--- config.mk ---
export PLATFORM = sky130hd
export DESIGN_NAME = toy_bus_req_arb
export DESIGN_NICKNAME = d
export VERILOG_FILES = /design/src/rtl/toy_bus_arb_pkg.sv /design/src/rtl/toy_bus_rr_pick.sv /design/src/rtl/toy_bus_req_arb.sv
export SDC_FILE = /design/constraint.sdc
export NUM_CORES = 1
export LEC_CHECK = 0
export ABC_AREA = 1
export ABC_CLOCK_PERIOD_IN_PS = 4800
export CORE_AREA = 2 2 646 648
export DETAILED_ROUTE_END_ITERATION = 8
export DIE_AREA = 0 0 648 650
export PLACE_DENSITY = 0.3
export REMOVE_ABC_BUFFERS = 1
export SLEW_MARGIN = 20
export SYNTH_ARGS = -nofsm -noshare
export SYNTH_HDL_FRONTEND = slang
export SYNTH_SLANG_ARGS = --single-unit
--- constraint.sdc ---
create_clock -name clk -period 4.8 [get_ports clk]
set_clock_uncertainty 0.05 [all_clocks]
set_input_delay 0.96 -clock clk [delete_from_list [all_inputs] [get_ports clk]]
set_output_delay 0.96 -clock clk [all_outputs]
set_load 0.01 [all_outputs]
--- src/rtl/toy_bus_arb_pkg.sv ---
// Shared constants for the toy_bus request arbiter: default widths, node ids,
// and the sizing rule for the per-master outstanding-request counters.
package toy_bus_arb_pkg;

    localparam int DEF_ID_W        = 4;
    localparam int DEF_SRC_ID_BASE = 0;

    localparam int NODE_FETCH = 0;
    localparam int NODE_LSU   = 1;

    // Counter must hold the full range 0..max_ost inclusive.
    function automatic int ost_cnt_w(input int max_ost);
        return $clog2(max_ost + 1);
    endfunction

endpackage

--- src/rtl/toy_bus_rr_pick.sv ---
// Round-robin picker: first set request bit scanning from ptr upward (mod N),
// returned as a one-hot grant plus its binary index.
module toy_bus_rr_pick #(
    parameter int N  = 2,
    parameter int PW = 1
) (
    input  logic [N-1:0]  req,
    input  logic [PW-1:0] ptr,
    output logic [N-1:0]  grant,
    output logic [PW-1:0] idx,
    output logic          any
);

    always_comb begin
        grant = '0;
        idx   = '0;
        any   = 1'b0;
        for (int off = 0; off < N; off++) begin
            if (!any && req[(int'(ptr) + off) % N]) begin
                grant[(int'(ptr) + off) % N] = 1'b1;
                idx = PW'((int'(ptr) + off) % N);
                any = 1'b1;
            end
        end
    end

endmodule

--- src/rtl/toy_bus_req_arb.sv ---
// Round-robin arbiter sharing one toy_bus request channel among N_IN masters,
// with a registered output stage, per-master outstanding caps and ack routing.
module toy_bus_req_arb
    import toy_bus_arb_pkg::*;
#(
    parameter int N_IN        = 2,
    parameter int ADDR_W      = 32,
    parameter int DATA_W      = 256,
    parameter int STRB_W      = 32,
    parameter int SB_W        = 32,
    parameter int ID_W        = DEF_ID_W,
    parameter int SRC_ID_BASE = DEF_SRC_ID_BASE,
    parameter int MAX_OST     = 4
) (
    input  logic                     clk,
    input  logic                     rst_n,
    input  logic [N_IN-1:0]          in_req_vld,
    output logic [N_IN-1:0]          in_req_rdy,
    input  logic [N_IN*ADDR_W-1:0]   in_req_addr,
    input  logic [N_IN*DATA_W-1:0]   in_req_data,
    input  logic [N_IN*STRB_W-1:0]   in_req_strb,
    input  logic [N_IN-1:0]          in_req_opcode,
    input  logic [N_IN*ID_W-1:0]     in_req_tgt_id,
    input  logic [N_IN*SB_W-1:0]     in_req_sideband,
    output logic [N_IN-1:0]          in_ack_vld,
    input  logic [N_IN-1:0]          in_ack_rdy,
    output logic [DATA_W-1:0]        in_ack_data,
    output logic [SB_W-1:0]          in_ack_sideband,
    output logic                     out_req_vld,
    input  logic                     out_req_rdy,
    output logic [ADDR_W-1:0]        out_req_addr,
    output logic [DATA_W-1:0]        out_req_data,
    output logic [STRB_W-1:0]        out_req_strb,
    output logic                     out_req_opcode,
    output logic [ID_W-1:0]          out_req_src_id,
    output logic [ID_W-1:0]          out_req_tgt_id,
    output logic [SB_W-1:0]          out_req_sideband,
    input  logic                     out_ack_vld,
    output logic                     out_ack_rdy,
    input  logic [DATA_W-1:0]        out_ack_data,
    input  logic [SB_W-1:0]          out_ack_sideband,
    input  logic [ID_W-1:0]          out_ack_tgt_id,
    output logic                     ack_err
);

    localparam int PW = (N_IN > 1) ? $clog2(N_IN) : 1;
    localparam int CW = ost_cnt_w(MAX_OST);

    logic [PW-1:0]     rr_ptr_reg;
    logic [CW-1:0]     ost_cnt_reg [N_IN];
    logic [N_IN-1:0]   eligible;
    logic [N_IN-1:0]   grant;
    logic [PW-1:0]     pick_idx;
    logic              pick_any;
    logic              load;
    logic              accept;
    logic [N_IN-1:0]   ack_match;
    logic [N_IN-1:0]   ack_hs;
    logic              ack_hit;

    logic [ADDR_W-1:0] req_addr [N_IN];
    logic [DATA_W-1:0] req_data [N_IN];
    logic [STRB_W-1:0] req_strb [N_IN];
    logic [ID_W-1:0]   req_tgt  [N_IN];
    logic [SB_W-1:0]   req_sb   [N_IN];

    logic              out_req_vld_reg;
    logic [ADDR_W-1:0] out_req_addr_reg;
    logic [DATA_W-1:0] out_req_data_reg;
    logic [STRB_W-1:0] out_req_strb_reg;
    logic              out_req_opcode_reg;
    logic [ID_W-1:0]   out_req_src_id_reg;
    logic [ID_W-1:0]   out_req_tgt_id_reg;
    logic [SB_W-1:0]   out_req_sb_reg;
    logic              ack_err_reg;

    genvar gi;
    generate
        for (gi = 0; gi < N_IN; gi++) begin : g_master
            assign req_addr[gi] = in_req_addr[gi*ADDR_W +: ADDR_W];
            assign req_data[gi] = in_req_data[gi*DATA_W +: DATA_W];
            assign req_strb[gi] = in_req_strb[gi*STRB_W +: STRB_W];
            assign req_tgt[gi]  = in_req_tgt_id[gi*ID_W +: ID_W];
            assign req_sb[gi]   = in_req_sideband[gi*SB_W +: SB_W];

            assign eligible[gi]   = in_req_vld[gi] & (ost_cnt_reg[gi] < CW'(MAX_OST));
            assign ack_match[gi]  = (out_ack_tgt_id == ID_W'(SRC_ID_BASE + gi));
            assign in_ack_vld[gi] = out_ack_vld & ack_match[gi];
            assign ack_hs[gi]     = in_ack_vld[gi] & in_ack_rdy[gi];

            logic ost_inc;
            logic ost_dec;
            assign ost_inc = accept & grant[gi];
            // An ack arriving with nothing outstanding is dropped silently.
            assign ost_dec = ack_hs[gi] & (ost_cnt_reg[gi] != '0);

            always_ff @(posedge clk) begin
                if (!rst_n) begin
                    ost_cnt_reg[gi] <= '0;
                end else if (ost_inc && !ost_dec) begin
                    ost_cnt_reg[gi] <= ost_cnt_reg[gi] + 1'b1;
                end else if (ost_dec && !ost_inc) begin
                    ost_cnt_reg[gi] <= ost_cnt_reg[gi] - 1'b1;
                end
            end
        end
    endgenerate

    toy_bus_rr_pick #(
        .N  (N_IN),
        .PW (PW)
    ) u_pick (
        .req   (eligible),
        .ptr   (rr_ptr_reg),
        .grant (grant),
        .idx   (pick_idx),
        .any   (pick_any)
    );

    assign load       = ~out_req_vld_reg | out_req_rdy;
    assign accept     = rst_n & load & pick_any;
    assign in_req_rdy = (rst_n && load) ? grant : '0;

    always_ff @(posedge clk) begin
        if (!rst_n) begin
            out_req_vld_reg    <= 1'b0;
            out_req_addr_reg   <= '0;
            out_req_data_reg   <= '0;
            out_req_strb_reg   <= '0;
            out_req_opcode_reg <= 1'b0;
            out_req_src_id_reg <= '0;
            out_req_tgt_id_reg <= '0;
            out_req_sb_reg     <= '0;
            rr_ptr_reg         <= '0;
        end else if (accept) begin
            out_req_vld_reg    <= 1'b1;
            out_req_addr_reg   <= req_addr[pick_idx];
            out_req_data_reg   <= req_data[pick_idx];
            out_req_strb_reg   <= req_strb[pick_idx];
            out_req_opcode_reg <= in_req_opcode[pick_idx];
            out_req_src_id_reg <= ID_W'(SRC_ID_BASE) + ID_W'(pick_idx);
            out_req_tgt_id_reg <= req_tgt[pick_idx];
            out_req_sb_reg     <= req_sb[pick_idx];
            rr_ptr_reg         <= (pick_idx == PW'(N_IN - 1)) ? '0 : pick_idx + 1'b1;
        end else if (out_req_rdy) begin
            out_req_vld_reg    <= 1'b0;
        end
    end

    // Acks for unknown ids are sunk so the fabric never stalls on them.
    assign ack_hit     = |ack_match;
    assign out_ack_rdy = ack_hit ? |(ack_match & in_ack_rdy) : 1'b1;

    always_ff @(posedge clk) begin
        if (!rst_n) begin
            ack_err_reg <= 1'b0;
        end else begin
            ack_err_reg <= out_ack_vld & ~ack_hit;
        end
    end

    assign in_ack_data      = out_ack_data;
    assign in_ack_sideband  = out_ack_sideband;
    assign out_req_vld      = out_req_vld_reg;
    assign out_req_addr     = out_req_addr_reg;
    assign out_req_data     = out_req_data_reg;
    assign out_req_strb     = out_req_strb_reg;
    assign out_req_opcode   = out_req_opcode_reg;
    assign out_req_src_id   = out_req_src_id_reg;
    assign out_req_tgt_id   = out_req_tgt_id_reg;
    assign out_req_sideband = out_req_sb_reg;
    assign ack_err          = ack_err_reg;

endmodule

==> results.txt <==
Implementation numbers.

- Of the total synthesized cell area, the portion taken by XOR and XNOR cells is 0.00140.
- For this sky-water flow run, the detailed-routed wirelength per cell is reported as 39.8 um.
- For the worst reg-to-reg path, the endpoint reported by OpenROAD is out_req_data[211].
- The clock distribution area overhead in the final layout reads 0.0572.
- In this run the worst setup path begins at in_req_vld[1].
- The die height reads approximately 650 um.
- Signal nets in the final route climb as high as met5.
- The non-clock buffer contribution to total cell area reads 0.312.
- The flow ran to the end, and the final reports show no timing, DRC or antenna violations.
- In the detailed route, the total length drawn on met2 is between 100000 and 150000 um.
- The floorplan die width is 648 um.
- The start of the worst register-to-register path reads ost_cnt_reg[1][2].
- After synthesis, the most frequently instantiated cells are sky130_fd_sc_hd__nand2_1, sky130_fd_sc_hd__dfxtp_1, sky130_fd_sc_hd__buf_4.
- The path length in cells of the critical path reads 6.
- The critical path capture point type reads an output pin.
- The post-route non-filler standard cell count is 9340.
- TritonCTS created 61 clock buffers.
- The total DRC errors in the routed layout is 0.
- The global placer's final weighted congestion is 0.964.
- Per the layout area report, the register area comes to 7410 um^2.
- The net count of the finished layout is 4796.
- The number of diodes added for antenna fixing reads 17.
- Headroom to the max-slew limit came out at 0.256.
- The leading cell type in the layout, fill and taps excluded is sky130_fd_sc_hd__nand2_1.
- The post-synthesis cell area is 18800 um^2.
- The area of the multi-input gates is around 8400 um^2.
- In the detailed route, the total length drawn on met3 is 94500 um.
- The stat command in Yosys gives a chip area of 18800 um^2.
- In the per-layer summary, the met1 wirelength comes to 129000 um.
- The warning count from the yosys run is 0.
- The clock tree root driver cell reads sky130_fd_sc_hd__clkbuf_16.
- The area fraction in full adders, half adders and majority gates is 0.00306.
- The count of clock-net buffers in the final layout is 91.
- The synthesized-area fraction occupied by ao, oa, aoi and oai cells is 0.00266.
- The largest net degree at the start of global routing is 124.
- The register with the most flip-flops in the layout has 256 of them.
-- report_power, final --
| group | switching, W | internal, W | total, W |
|---|---|---|---|
| clock | 0.00206 | 0.00280 | 0.00486 |
| sequential | 0.000216 | 0.00334 | 0.00355 |
| combinational | 0.00165 | 0.00121 | 0.00286 |
-- worst min-delay path by stage --
stage               cells past startpoint  slack (ns)                end         startpoint
global placement                        2        0.42  out_req_src_id[0]  out_req_src_id[0]
global route                            2        0.44  out_req_src_id[0]  out_req_src_id[0]
detailed placement                      2        0.41  out_req_src_id[0]  out_req_src_id[0]
CTS                                     2        0.42  out_req_src_id[0]  out_req_src_id[0]
finish                                  2        0.42  out_req_src_id[0]  out_req_src_id[0]
floorplan                               2        0.41         rr_ptr_reg         rr_ptr_reg
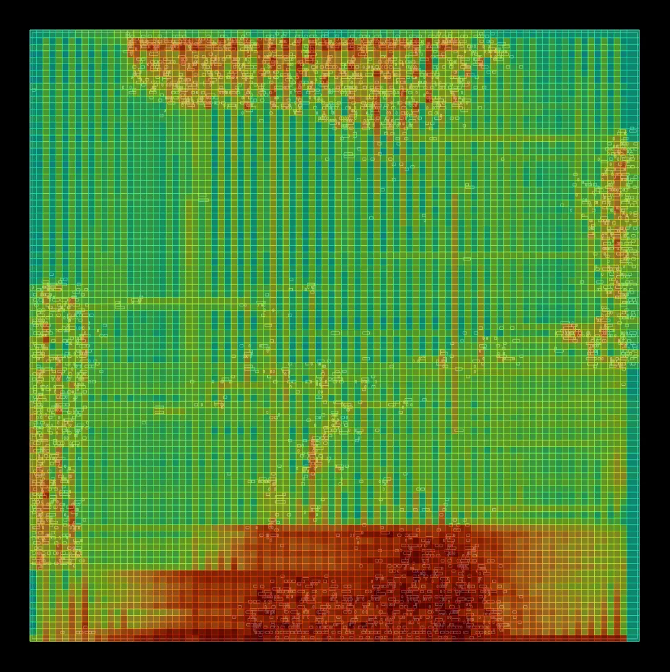
Fig. 1. Congestion heat map.
met2 layer usage reported by global route: 0.212
end-of-flow core utilization: 0.0872
GR Layer Usage met1: 0.167
M3 GR Usage: 0.206

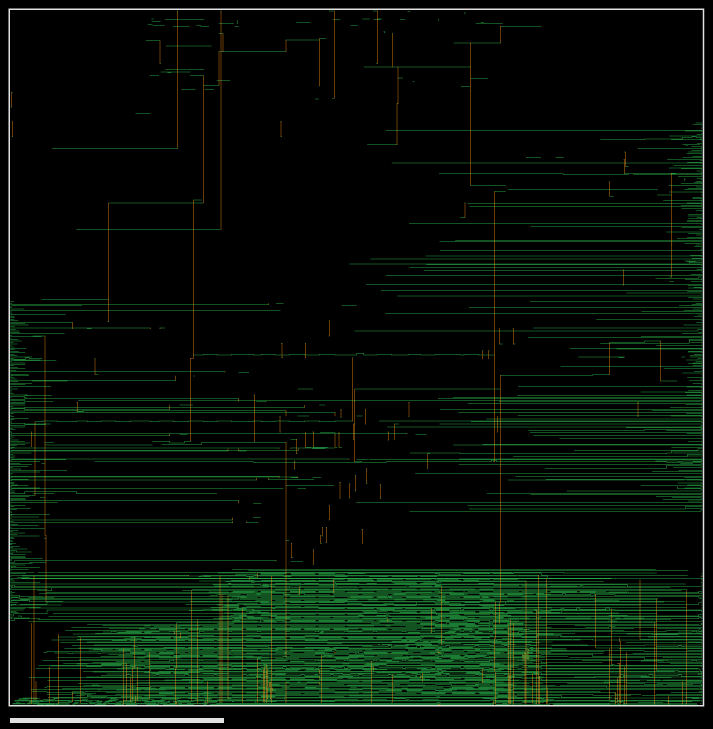
Fig. 2. Wiring by layer.
The bar under the picture is 200 um long. Only two layers are drawn.
| colour | layer | wire length |
|---|---|---|
| green | M3 | 94.5 mm |
| orange | M4 | 6820 um |

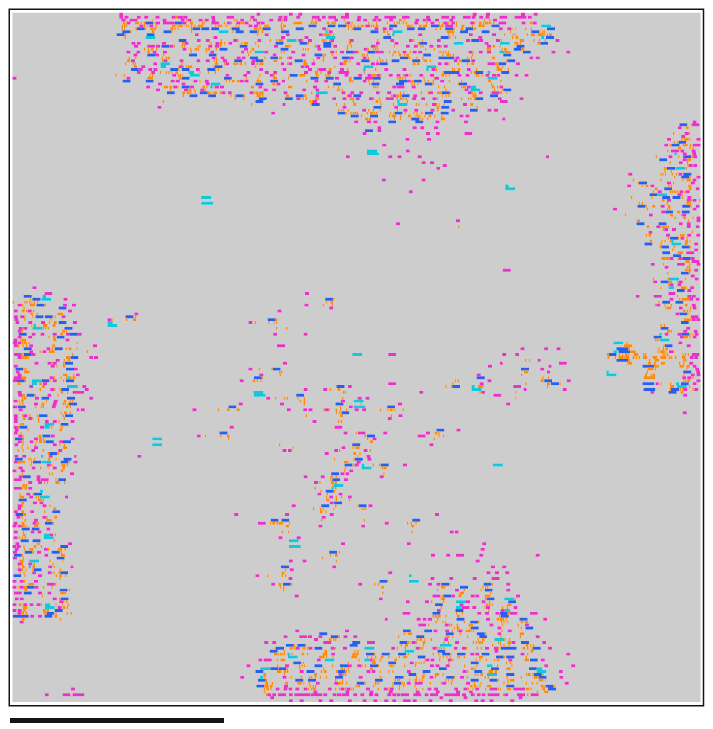
Fig. 3. Cells coloured by class.
The bar under the picture is 200 um long. Fill, decap, tap and diode cells in grey.
| colour | class | cells | share of their area |
|---|---|---|---|
| blue | registers | 367 | 25% |
| orange | remaining logic cells | 2231 | 29% |
| magenta | remaining buffers and delay cells | 1117 | 39% |
| cyan | clock drivers and dummy loads | 111 | 7.1% |
row count: 237
share of cell area taken by flip-flops and latches: 0.205
core region area: 415000 um^2
fin area: 36200 um^2

